**config.mk**
```make
export PLATFORM = sky130hd
export DESIGN_NAME = special_move_detector
export DESIGN_NICKNAME = d
export VERILOG_FILES = /design/src/rtl/special_move_detector.sv
export SDC_FILE = /design/constraint.sdc
export NUM_CORES = 1
export LEC_CHECK = 0
export CORE_ASPECT_RATIO = 0.6
export CORE_MARGIN = 2
export CORE_UTILIZATION = 44
export CTS_BUF_LIST = sky130_fd_sc_hd__clkbuf_8
export DETAILED_ROUTE_END_ITERATION = 12
export PLACE_DENSITY_LB_ADDON = 0.08
export SYNTH_ARGS = -nofsm -noshare
export SYNTH_HDL_FRONTEND = slang
export SYNTH_SLANG_ARGS = --single-unit
```
**constraint.sdc**
```tcl
create_clock -name clk -period 5.3 [get_ports clk]
set_input_delay 1.06 -clock clk [delete_from_list [all_inputs] [get_ports clk]]
set_output_delay 1.06 -clock clk [all_outputs]
set_load 0.01 [all_outputs]
```
**src/rtl/special_move_detector.sv**
```systemverilog
// special_move_detector
// Samples one player's direction and attack buttons, tracks the
// up-down-left-right-left-right combo with a per-step timeout, and drives
// the attack code for the bullet stage (11 special, 01 normal, 00 idle),
// holding each non-idle code for ATTACK_HOLD cycles.
// Optional feature macro: SPECIAL_COOLDOWN_EN (blocks a new special for
// COOLDOWN cycles after one fires).
// Ports:
//   clk, rst                 clock, async active-high reset
//   btnU/btnD/btnL/btnR      debounced direction buttons (async)
//   btnC                     debounced normal-attack button (async)
//   mirrored                 player faces left: L and R swapped before matching
//   attack_state[1:0]        00 idle, 01 normal, 11 special
//   combo_progress[2:0]      correct steps so far (0..5)
//   cooldown_active          special cooldown running
module special_move_detector #(
  parameter int unsigned STEP_TIMEOUT = 50_000_000,
  parameter int unsigned ATTACK_HOLD  = 5_000_000,
  parameter int unsigned COOLDOWN     = 200_000_000
) (
  input  logic       clk,
  input  logic       rst,
  input  logic       btnU,
  input  logic       btnD,
  input  logic       btnL,
  input  logic       btnR,
  input  logic       btnC,
  input  logic       mirrored,
  output logic [1:0] attack_state,
  output logic [2:0] combo_progress,
  output logic       cooldown_active
);

  localparam int unsigned CNT_W = 32;

  localparam logic [2:0] S0 = 3'd0;
  localparam logic [2:0] S1 = 3'd1;
  localparam logic [2:0] S2 = 3'd2;
  localparam logic [2:0] S3 = 3'd3;
  localparam logic [2:0] S4 = 3'd4;
  localparam logic [2:0] S5 = 3'd5;

  localparam logic [1:0] ATK_IDLE    = 2'b00;
  localparam logic [1:0] ATK_NORMAL  = 2'b01;
  localparam logic [1:0] ATK_SPECIAL = 2'b11;

  // Direction one-hot: bit0 U, bit1 D, bit2 L, bit3 R
  localparam logic [3:0] DIR_U = 4'b0001;
  localparam logic [3:0] DIR_D = 4'b0010;
  localparam logic [3:0] DIR_L = 4'b0100;
  localparam logic [3:0] DIR_R = 4'b1000;

  localparam logic [CNT_W-1:0] TIMEOUT_LAST = (STEP_TIMEOUT > 0) ? CNT_W'(STEP_TIMEOUT - 1) : '0;
  localparam logic [CNT_W-1:0] HOLD_LOAD    = (ATTACK_HOLD  > 0) ? CNT_W'(ATTACK_HOLD - 1)  : '0;

  // Button vector: bit0 U, bit1 D, bit2 L, bit3 R, bit4 C
  logic [4:0]       r_sync1, r_sync2, r_prev, r_pulse;
  logic [2:0]       r_state, w_state_nxt;
  logic [CNT_W-1:0] r_timer;
  logic [CNT_W-1:0] r_hold;
  logic [1:0]       r_attack;
  logic [3:0]       w_dir, w_exp;
  logic [2:0]       w_dir_cnt;
  logic             w_any, w_match, w_timeout, w_fire, w_timer_clr, w_cool_block;

  // Two-flop synchroniser plus rising-edge register: one pulse per press
  always_ff @(posedge clk or posedge rst) begin
    if (rst) begin
      r_sync1 <= '0;
      r_sync2 <= '0;
      r_prev  <= '0;
      r_pulse <= '0;
    end else begin
      r_sync1 <= {btnC, btnR, btnL, btnD, btnU};
      r_sync2 <= r_sync1;
      r_prev  <= r_sync2;
      r_pulse <= r_sync2 & ~r_prev;
    end
  end

  // Facing-relative directions: mirrored swaps L and R
  assign w_dir     = mirrored ? {r_pulse[2], r_pulse[3], r_pulse[1], r_pulse[0]} : r_pulse[3:0];
  assign w_dir_cnt = 3'(w_dir[0]) + 3'(w_dir[1]) + 3'(w_dir[2]) + 3'(w_dir[3]);
  assign w_any     = |w_dir;
  assign w_timeout = (r_state != S0) && (r_timer >= TIMEOUT_LAST);

  // Expected step per combo state
  always_comb begin
    w_exp = 4'b0000;
    case (r_state)
      S0:      w_exp = DIR_U;
      S1:      w_exp = DIR_D;
      S2:      w_exp = DIR_L;
      S3:      w_exp = DIR_R;
      S4:      w_exp = DIR_L;
      S5:      w_exp = DIR_R;
      default: w_exp = 4'b0000;
    endcase
  end

  assign w_match = (w_dir_cnt == 3'd1) && (w_dir == w_exp);

  // Combo next-state; a pulse in the timeout cycle wins over the timeout
  always_comb begin
    w_state_nxt = r_state;
    w_fire      = 1'b0;
    w_timer_clr = 1'b0;
    if (w_any) begin
      w_timer_clr = 1'b1;
      if (w_match) begin
        if (r_state == S5) begin
          w_state_nxt = S0;
          w_fire      = ~w_cool_block;
        end else begin
          w_state_nxt = r_state + 3'd1;
        end
      end else if (w_dir == DIR_U) begin
        w_state_nxt = S1;
      end else begin
        w_state_nxt = S0;
      end
    end else if (w_timeout) begin
      w_state_nxt = S0;
      w_timer_clr = 1'b1;
    end
  end

  // Combo state register
  always_ff @(posedge clk or posedge rst) begin
    if (rst) r_state <= S0;
    else     r_state <= w_state_nxt;
  end

  // Step timer, saturating
  always_ff @(posedge clk or posedge rst) begin
    if (rst) begin
      r_timer <= '0;
    end else if (w_timer_clr) begin
      r_timer <= '0;
    end else if ((r_state != S0) && (r_timer != '1)) begin
      r_timer <= r_timer + CNT_W'(1);
    end
  end

  // Attack code and hold; special overrides, btnC ignored while holding
  always_ff @(posedge clk or posedge rst) begin
    if (rst) begin
      r_attack <= ATK_IDLE;
      r_hold   <= '0;
    end else if (w_fire) begin
      r_attack <= ATK_SPECIAL;
      r_hold   <= HOLD_LOAD;
    end else if (r_attack == ATK_IDLE) begin
      if (r_pulse[4]) begin
        r_attack <= ATK_NORMAL;
        r_hold   <= HOLD_LOAD;
      end
    end else if (r_hold == '0) begin
      r_attack <= ATK_IDLE;
    end else begin
      r_hold <= r_hold - CNT_W'(1);
    end
  end

`ifdef SPECIAL_COOLDOWN_EN
  localparam logic [CNT_W-1:0] COOL_LOAD = (COOLDOWN > 0) ? CNT_W'(COOLDOWN - 1) : '0;

  logic [CNT_W-1:0] r_cool;
  logic             r_cool_act;

  // Cooldown window after each special fire
  always_ff @(posedge clk or posedge rst) begin
    if (rst) begin
      r_cool     <= '0;
      r_cool_act <= 1'b0;
    end else if (w_fire) begin
      r_cool     <= COOL_LOAD;
      r_cool_act <= 1'b1;
    end else if (r_cool_act) begin
      if (r_cool == '0) r_cool_act <= 1'b0;
      else              r_cool     <= r_cool - CNT_W'(1);
    end
  end

  assign w_cool_block    = r_cool_act;
  assign cooldown_active = r_cool_act;
`else
  assign w_cool_block    = 1'b0;
  assign cooldown_active = 1'b0;
`endif

  assign attack_state   = r_attack;
  assign combo_progress = r_state;

endmodule

```
==> design notes, run 1 <==
The flow ran to the end, and the final reports show no timing, DRC or antenna violations. With the number of hold-slack violations in the final timing report at 0, the count of input and output buffers is 12. Summing all flip-flop and latch instances after layout gives 2230 sq um. The run gives 3508 as the via count of the first global-routing pass. The final sequential cell count is 89, and the horizontal die dimension is 136 um.

The count of buffers not belonging to the clock network in the layout came out at 15. STA classifies the critical path startpoint as an input pin. Tracing the worst setup path back leads to its startpoint at mirrored. The tools report the filler cell count as 918.

The logs give 4630 sq um for the chip area in the Yosys report and 14 for the number of placed I/O pins. After synthesis, the largest family of logic cells by area is simple AND/OR/NAND/NOR gates. The buffer share of cell area was 2.81%. After synthesis, flip-flops and latches occupy 48.1% of the total area. The cell type contributing the most total cell area after synthesis was sky130_fd_sc_hd__dfrtp_1.

Clock buffers in the final layout number 10. Ranked by power, first place goes to sequential cells. The layout stage reports a final design area of 5070 sq um.

The library cell used most frequently in the layout, excluding fill and tap cells, is sky130_fd_sc_hd__dfrtp_1. The maximum clock path buffer count came out at 2. The run gives 620 ps for the post-place setup slack. The run gives 5.80 mm for the routed length on met1. Multi-input combinational cells in the finished layout were counted as 364.

The transition time at the pin with the least slew margin came out at 1120 ps. Counting instances in the post-synthesis netlist gives the leading cell types as sky130_fd_sc_hd__dfrtp_1, sky130_fd_sc_hd__nor2_1, sky130_fd_sc_hd__nand2_1. The combinational gate power was 63.2 uW.

The sequential group power was 698 uW; the die outline height was 83.4 um. The clock transition at the registers of the reported paths was 80 ps; the count of placed standard cells in the final layout, fillers left out was 627. Setup repair after global routing left no endpoint under its margin. For the worst reg-to-reg path, the startpoint reported by OpenROAD is r_pulse[2]. Counting tap cells, the placed design contains a total of 612 instances. At floorplan, the net count of the design was reported as 500.

Per the gpl log, the routability congestion estimate is 0.806. According to the report, the first pass of detailed routing completed in 5 iterations. In this run, synthesis inferred 0 flip-flops with an integrated enable.

The region available for standard cell placement spans 10100 sq um. The type of destination of the critical path was a flop. Synthesis produced 485 cells. The number of nets with antenna violations after routing was 0; the minimum clock period was 4300 ps. After detailed routing, no signal wire sits above met4. Per the skew report, the later register of the worst-skew pair sees a clock latency of 360 ps. The average cell area after synthesis is 9.54 sq um.
==> run_1/io_placement.png <==
(4 px per um) Pins as bars across the die edge, other pins in gray.
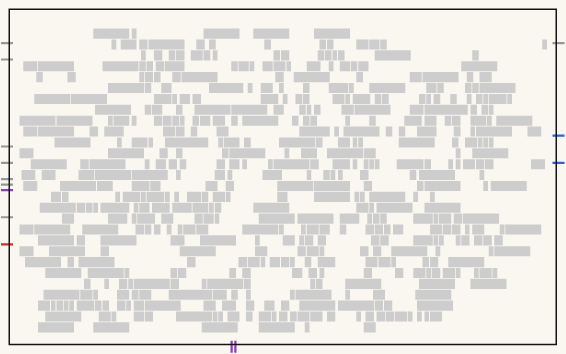
[blue] attack_state | pins: 2 | direction: output | edge: right
[purple] combo_progress | pins: 3 | direction: output | edge: 2 bottom, 1 left
[red] btnD | pins: 1 | direction: input | edge: left
all pins by edge: 9 left, 3 right, 2 bottom

==> run_1/wires.png <==
(3 px per um)
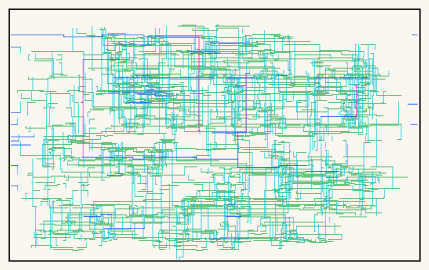
[cyan] metal 2 | wire length: 4120 um
[blue] metal 3 | wire length: 442 um
[green] metal 1 | wire length: 5800 um
[magenta] metal 4 | wire length: 105 um

==> run_1/placement_by_type.png <==
(3 px per um)
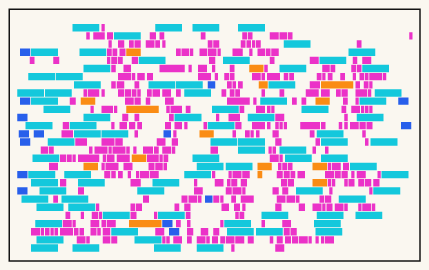
[cyan] flops | cells: 89
[orange] clock drivers and dummy loads | cells: 15
[blue] other buffers and delay cells | cells: 15
[magenta] combinational and other logic | cells: 373

==> run_1/cell_density.png <==
(4 px per um) The die is cut into 14 by 8 equal tiles; black is low, pale yellow is high, 0 to 100% covered.
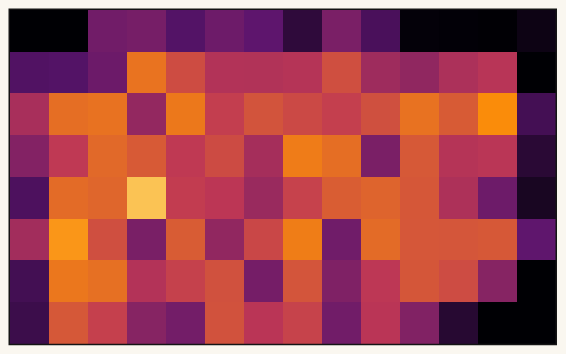
mean over tiles: 43%
tiles over 75% full: 1.8%
fullest tile: 87%
nearly empty tiles: 8.0%

==> run 2, diff against run 1 <==
- clock period: 5.3 -> 3.48 ns (I/O delays scaled with it)
==> run_2/wires.png <==
(3 px per um)
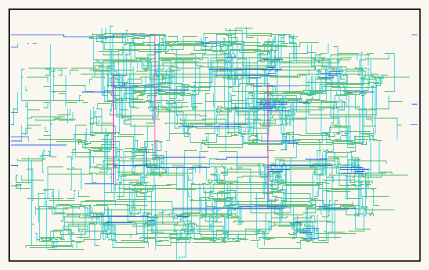
[cyan] metal 2 | wire length: 4220 um
[magenta] metal 4 | wire length: 115 um
[green] metal 1 | wire length: 5670 um
[blue] metal 3 | wire length: 617 um

==> run_2/cell_density.png <==
(4 px per um) The die is cut into 14 by 8 equal tiles; black is low, pale yellow is high, 0 to 100% covered.
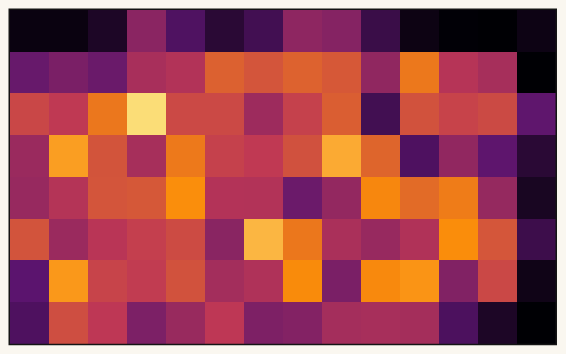
emptiest ninth of the die: top right
nearly empty tiles: 3.6%
fullest tile: 93%
mean over tiles: 44%
tiles over 75% full: 7.1%

==> run 2 against run 1 <==
Effect of this change:
- design area increased by 1.3%
- first-iteration DRC count decreased by 13%
- sequential share of layout area decreased by 0.55 points
==> design notes, run 2 <==
The run finished with clean final reports. Of all cell types, the one taking the most synthesized area is sky130_fd_sc_hd__dfrtp_1. The average cell area after synthesis came out at 9.54 sq um (unchanged). The transition time at the pin with the least slew margin was 1110 ps (-7.31 ps); the final sequential cell count was 89 (unchanged). The top layer used by detailed routing is met4. The post-synthesis sequential area ratio came out at 48.1% (unchanged). At the end of the flow, the number of nets in the layout was 513. The largest power group was sequential cells.

The launch point of the critical path was reported as mirrored. The run gives 80 ps (about the same) for the clock transition at the registers of the reported paths. The sequential group power was 1060 uW (+52%).

For the global placement routability congestion, the log shows 0.833 (+3.3%). The total instance count after detailed placement is 622 (+1.6%). The count of placed standard cells in the final layout, fillers left out is 638 (+1.8%). Summed area of non-filler cells in the final layout: 5130 sq um (+1.3%). Via count of the first global-routing pass: 3423 (-2.4%). The run gives 12 (unchanged) for the count of input and output buffers.

The minimum clock period works out to 3260 ps. The multi-input gate count was 364 (unchanged). The type of destination of the critical path was a flop. The number of placed I/O pins was 14 (unchanged). The tools report the number of nets at floorplan as 500 (unchanged). The die outline height was 83.4 um (unchanged); the cell count after synthesis was 485 (unchanged). The clock latency reported for the late side of the worst-skew pair was 370 ps (about the same).

The post-place setup slack was -261 ps (-881 ps). The worst setup path is launched from an input pin. The tools report the chip area in the Yosys report as 4630 sq um (unchanged). With the maximum clock path buffer count at 2 (unchanged), the number of nets with antenna violations after routing is 0 (unchanged).

The critical register-to-register path startpoint was r_hold[0]. The horizontal die dimension was 136 um (unchanged); the number of hold-slack violations in the final timing report was 0 (unchanged). Routed length on met1: 5.67 mm (-2.3%). Most frequent logic cell in the layout: sky130_fd_sc_hd__dfrtp_1.

The count of flip-flops with a built-in enable after synthesis works out to 0 (unchanged). With the count of buffers not belonging to the clock network in the layout at 25 (+10), the combinational gate power is 103 uW (+63%).
No activity file was given, so power comes from the tool's default toggle rates.
